final_congestion.png
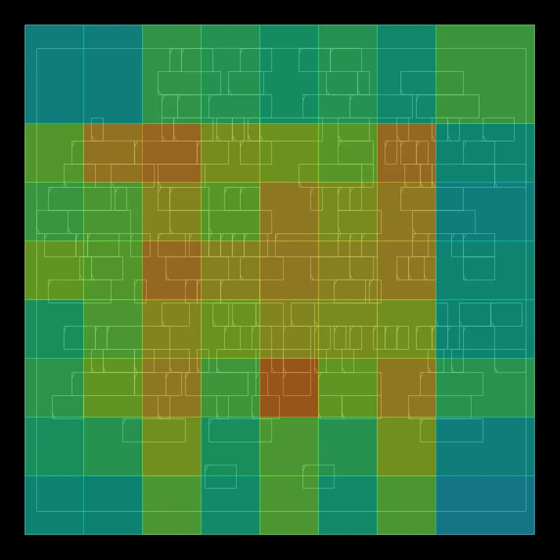
cell_classes.png
Drawn at 6 px/µm. Fill, decap, tap and diode cells in gray.
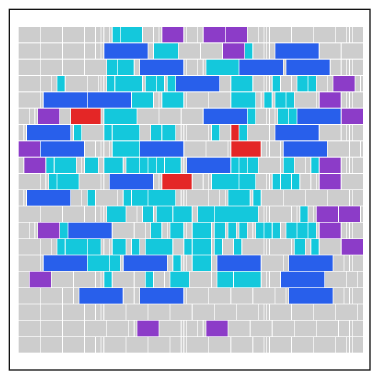
==> config.mk <==
export PLATFORM = sky130hd
export DESIGN_NAME = shift_add_multiplier_flat
export DESIGN_NICKNAME = d
export VERILOG_FILES = /design/src/rtl/arith_pkg.sv /design/src/rtl/shift_add_multiplier_if.sv /design/src/rtl/mul_step.sv /design/src/rtl/shift_add_multiplier.sv /design/src/flat_wrapper.sv
export SDC_FILE = /design/constraint.sdc
export NUM_CORES = 1
export LEC_CHECK = 0
export CELL_PAD_IN_SITES_DETAIL_PLACEMENT = 0
export CELL_PAD_IN_SITES_GLOBAL_PLACEMENT = 1
export CORE_UTILIZATION = 40
export CTS_BUF_LIST = sky130_fd_sc_hd__clkbuf_8
export DETAILED_ROUTE_END_ITERATION = 10
export PLACE_DENSITY = 0.86
export SKIP_LAST_GASP = 1
export SLEW_MARGIN = 10
export SYNTH_ARGS = -nofsm -noshare
export SYNTH_HDL_FRONTEND = slang
export SYNTH_HIERARCHICAL = 1
export SYNTH_SLANG_ARGS = --single-unit
==> constraint.sdc <==
create_clock -name clk -period 5.2 [get_ports clk]
set_input_delay 0.52 -clock clk [delete_from_list [all_inputs] [get_ports clk]]
set_output_delay 0.52 -clock clk [all_outputs]
set_load 0.01 [all_outputs]
==> src/rtl/arith_pkg.sv <==
// Shared arithmetic definitions for the multiplier and the fast/slow dividers.
package arith_pkg;

    typedef enum logic {
        IDLE = 1'b0,
        RUN  = 1'b1
    } mul_state_t;

    localparam int MUL_N_DEFAULT = 4;

endpackage

==> src/rtl/shift_add_multiplier_if.sv <==
// Request/result bundle of the sequential multiplier; the requester owns the master side.
interface shift_add_multiplier_if
    import arith_pkg::*;
#(
    parameter int N = MUL_N_DEFAULT
);

    logic             start;
    logic [N-1:0]     multiplicand;
    logic [N-1:0]     multiplier;
    logic [2*N-1:0]   product;
    logic             busy;
    logic             done;

    modport master (
        output start,
        output multiplicand,
        output multiplier,
        input  product,
        input  busy,
        input  done
    );

    modport slave (
        input  start,
        input  multiplicand,
        input  multiplier,
        output product,
        output busy,
        output done
    );

endinterface

==> src/rtl/mul_step.sv <==
// One shift-and-add iteration: conditional add of the multiplicand, then shift {acc,mq} right by one.
module mul_step #(
    parameter int N = 4
) (
    input  logic [N:0]     i_acc,
    input  logic [N-1:0]   i_mq,
    input  logic [N-1:0]   i_mcand,
    output logic [N:0]     o_acc_next,
    output logic [N-1:0]   o_mq_next,
    output logic [2*N-1:0] o_product
);

    logic [N:0] w_addend;
    logic [N:0] w_sum;

    // The extra sum bit carries out of the N-bit add and is shifted back into acc.
    assign w_addend   = i_mq[0] ? {1'b0, i_mcand} : '0;
    assign w_sum      = i_acc + w_addend;

    assign o_acc_next = {1'b0, w_sum[N:1]};
    assign o_mq_next  = {w_sum[0], i_mq[N-1:1]};
    assign o_product  = {w_sum, i_mq[N-1:1]};

endmodule

==> src/rtl/shift_add_multiplier.sv <==
// Iterative unsigned N x N multiplier: one partial product per cycle, 2N-bit result after N cycles.
module shift_add_multiplier
    import arith_pkg::*;
#(
    parameter int N = MUL_N_DEFAULT
) (
    input  logic                    clk,
    input  logic                    rst,
    shift_add_multiplier_if.slave   bus
);

    localparam int CW = $clog2(N) + 1;

    mul_state_t       r_state;
    logic [N-1:0]     r_mcand;
    logic [N-1:0]     r_mq;
    logic [N:0]       r_acc;
    logic [CW-1:0]    r_cnt;
    logic [2*N-1:0]   r_product;
    logic             r_busy;
    logic             r_done;

    logic [N:0]       w_acc_next;
    logic [N-1:0]     w_mq_next;
    logic [2*N-1:0]   w_product;
    logic             w_last;

    mul_step #(
        .N (N)
    ) u_step (
        .i_acc      (r_acc),
        .i_mq       (r_mq),
        .i_mcand    (r_mcand),
        .o_acc_next (w_acc_next),
        .o_mq_next  (w_mq_next),
        .o_product  (w_product)
    );

    assign w_last = (r_cnt == CW'(N - 1));

    always_ff @(posedge clk) begin
        if (rst) begin
            r_state   <= IDLE;
            r_mcand   <= '0;
            r_mq      <= '0;
            r_acc     <= '0;
            r_cnt     <= '0;
            r_product <= '0;
            r_busy    <= 1'b0;
            r_done    <= 1'b0;
        end else begin
            r_done <= 1'b0;
            case (r_state)
                IDLE: begin
                    if (bus.start) begin
                        r_mcand <= bus.multiplicand;
                        r_mq    <= bus.multiplier;
                        r_acc   <= '0;
                        r_cnt   <= '0;
                        r_busy  <= 1'b1;
                        r_state <= RUN;
                    end
                end
                RUN: begin
                    r_acc <= w_acc_next;
                    r_mq  <= w_mq_next;
                    r_cnt <= r_cnt + CW'(1);
                    // start is deliberately not looked at here: no queuing while iterating.
                    if (w_last) begin
                        r_product <= w_product;
                        r_done    <= 1'b1;
                        r_busy    <= 1'b0;
                        r_state   <= IDLE;
                    end
                end
                default: r_state <= IDLE;
            endcase
        end
    end

    assign bus.product = r_product;
    assign bus.busy    = r_busy;
    assign bus.done    = r_done;

endmodule

==> src/flat_wrapper.sv <==
// flat-port wrapper written by rule: the top's interface ports become plain ports
module shift_add_multiplier_flat import arith_pkg::*;
#(
    parameter int N = MUL_N_DEFAULT
)
  (clk, rst, bus_start, bus_multiplicand, bus_multiplier, bus_product, bus_busy, bus_done);
  shift_add_multiplier_if #(.N(N)) bus_i ();
  input  logic clk;
  input  logic rst;
  input wire logic [$bits(bus_i.start)-1:0] bus_start;
  input wire logic [$bits(bus_i.multiplicand)-1:0] bus_multiplicand;
  input wire logic [$bits(bus_i.multiplier)-1:0] bus_multiplier;
  output wire logic [$bits(bus_i.product)-1:0] bus_product;
  output wire logic [$bits(bus_i.busy)-1:0] bus_busy;
  output wire logic [$bits(bus_i.done)-1:0] bus_done;
  assign bus_i.start = bus_start;
  assign bus_i.multiplicand = bus_multiplicand;
  assign bus_i.multiplier = bus_multiplier;
  assign bus_product = bus_i.product;
  assign bus_busy = bus_i.busy;
  assign bus_done = bus_i.done;
  shift_add_multiplier #(.N(N)) u_core (.clk(clk), .rst(rst), .bus(bus_i));
endmodule
==> highlights.md <==
• synthesized netlist net count: 169
• share of synthesized area spent on multiplexers: 0.106
• cell with the largest stage delay on the worst path: sky130_fd_sc_hd__dfxtp_1
• worst hold slack: 455 ps
• endpoint arrival time on the critical path: 2230 ps
• pwr dens: 247 mW/mm²
• TritonCTS clock tree: yes
• R2R Setup Slk: 3160 ps
• detailed-routed wire length on met3: 106 µm
• reported sequential group power: 221 µW
• Die Y: 59.9 µm
• number of resized instances in the post-cts repair step: 0
• Std-Cell Core Area: 0.00313 mm²
• Largest register FFs: 8
• leading power group: sequential cells
• most frequent cell after synthesis: sky130_fd_sc_hd__dfxtp_1
• seq_cells: 27
• highest metal layer used by the detailed router: met4
• Slew HR: 0.379
• Yosys chip area: 0.00134 mm²
• combined flip-flop and latch cell area: 541 µm²
• total power: 369 µW
• cell taking the most area after synthesis: sky130_fd_sc_hd__dfxtp_1
• end of the worst hold path: u_core/bus.product[1]$_SDFFE_PP0P_
• multi-input gate share of the layout cell area: 0.425
• fraction of final layout cells with drive strength greater than 1: 0.0649
• pin slew with the least headroom to its limit: 929 ps
• number of cells produced by synthesis: 150
• dpl cell area: 0.00145 mm²
• Max FO, Critical Path: 5
• most used cells in the layout excluding fill and tap cells: sky130_fd_sc_hd__dfxtp_1 (27), sky130_fd_sc_hd__nor2_1 (21), sky130_fd_sc_hd__clkdlybuf4s50_1 (20), sky130_fd_sc_hd__nand2_1 (19), sky130_fd_sc_hd__a21oi_1 (15)
• area fraction in full adders, half adders and majority gates: 0.0803
• final critical path time including I/O delays and setup: 2040 ps
• post-synthesis instance area: 0.00134 mm²
• routed metal-1 wire length: 1070 µm
• cell area after layout: 0.00150 mm²
• detail-routed via count per cell: 4.62
• Post-CTS Setup Bufs: 0
• Comb power frac: 0.089
• Insertion Delay late pin: 270 ps
• register bit count reported by yosys: 27
• DR WL/cell: 10.9 µm
• category of the critical setup timing path: flip-flop to flip-flop
• cell count of the worst hold path: 2
• Nets: 174
• setup repair after global routing missed its margin: no
• Post-Place Cells: 194
• Non-Clock Buffer Count: 20
• switching share of total power: 0.228
• net switching power of the design: 84.1 µW
• number of buffer and inverter stages on the critical path: 1
• largest incremental delay on the critical path: 390 ps
• Multi-input gate area: 636 µm²
• endpoint of the most critical setup path: u_core/bus.product[7]$_SDFFE_PP0P_
• number of failing setup endpoints in the final timing report: 0
• total congestion overflow after global routing: 0
• number of cells on the worst reg-to-reg path: 9
• Min-Delay Startpoint: u_core/bus.product[1]$_SDFFE_PP0P_
• share of synthesized registers carrying an async set or reset: 0
• sinks on the clock net: 27
• Clock buffers and inverters, area share: 0.0301
• sequential-to-total area share from yosys stat: 0.403
• Compound-Gate Fraction of Synth Area: 0.0812
• antenna cells: 0
• HP Class: flip-flop to flip-flop
• power attributed to the clock group: 116 µW
• Die X-Extent: 59.9 µm
• number of warning messages in the logs: 27
• Crit path required time: 5380 ps
• post-synthesis simple-gate area fraction: 0.184
• mean area per synthesized cell: 8.93 µm²
• Critical R2R Launch: u_core/r_mq[0]$_SDFFE_PP0P_
• Place WS: 3000 ps
• DRT antenna net count: 0
• power of the combinational group: 33.0 µW
• Final Hold Fails: 0
• first-pass GRT wire length: 3670 µm
• Flop pwr share: 0.597
• worst path setup slack after routing: 3160 ps
• final tally of max-slew violations: 0
• maximum number of pins on one net before global-route repair: 28
• result of the run: complete, no violations
• chip area: 0.00359 mm²
• most common library cells after synthesis: sky130_fd_sc_hd__dfxtp_1 (27), sky130_fd_sc_hd__nor2_1 (21), sky130_fd_sc_hd__nand2_1 (19)
• non-filler cells in the finished layout: 198
-- final_congestion.png (at the start) --
end-of-flow core utilization: 0.478
met3 usage: 0.0455
global-route track usage on met2: 0.222
met1 GRT Util: 0.176

-- cell_classes.png (at the start) --
Red shows clock drivers and dummy loads, cells 4, share of their area 3.1%. Purple shows other buffers and delay cells, cells 20, share of their area 14%. Cyan shows all other logic, cells 103, share of their area 45%. Blue shows flip-flops, cells 27, share of their area 38%.

No activity file was given, so power comes from the tool's default toggle rates.
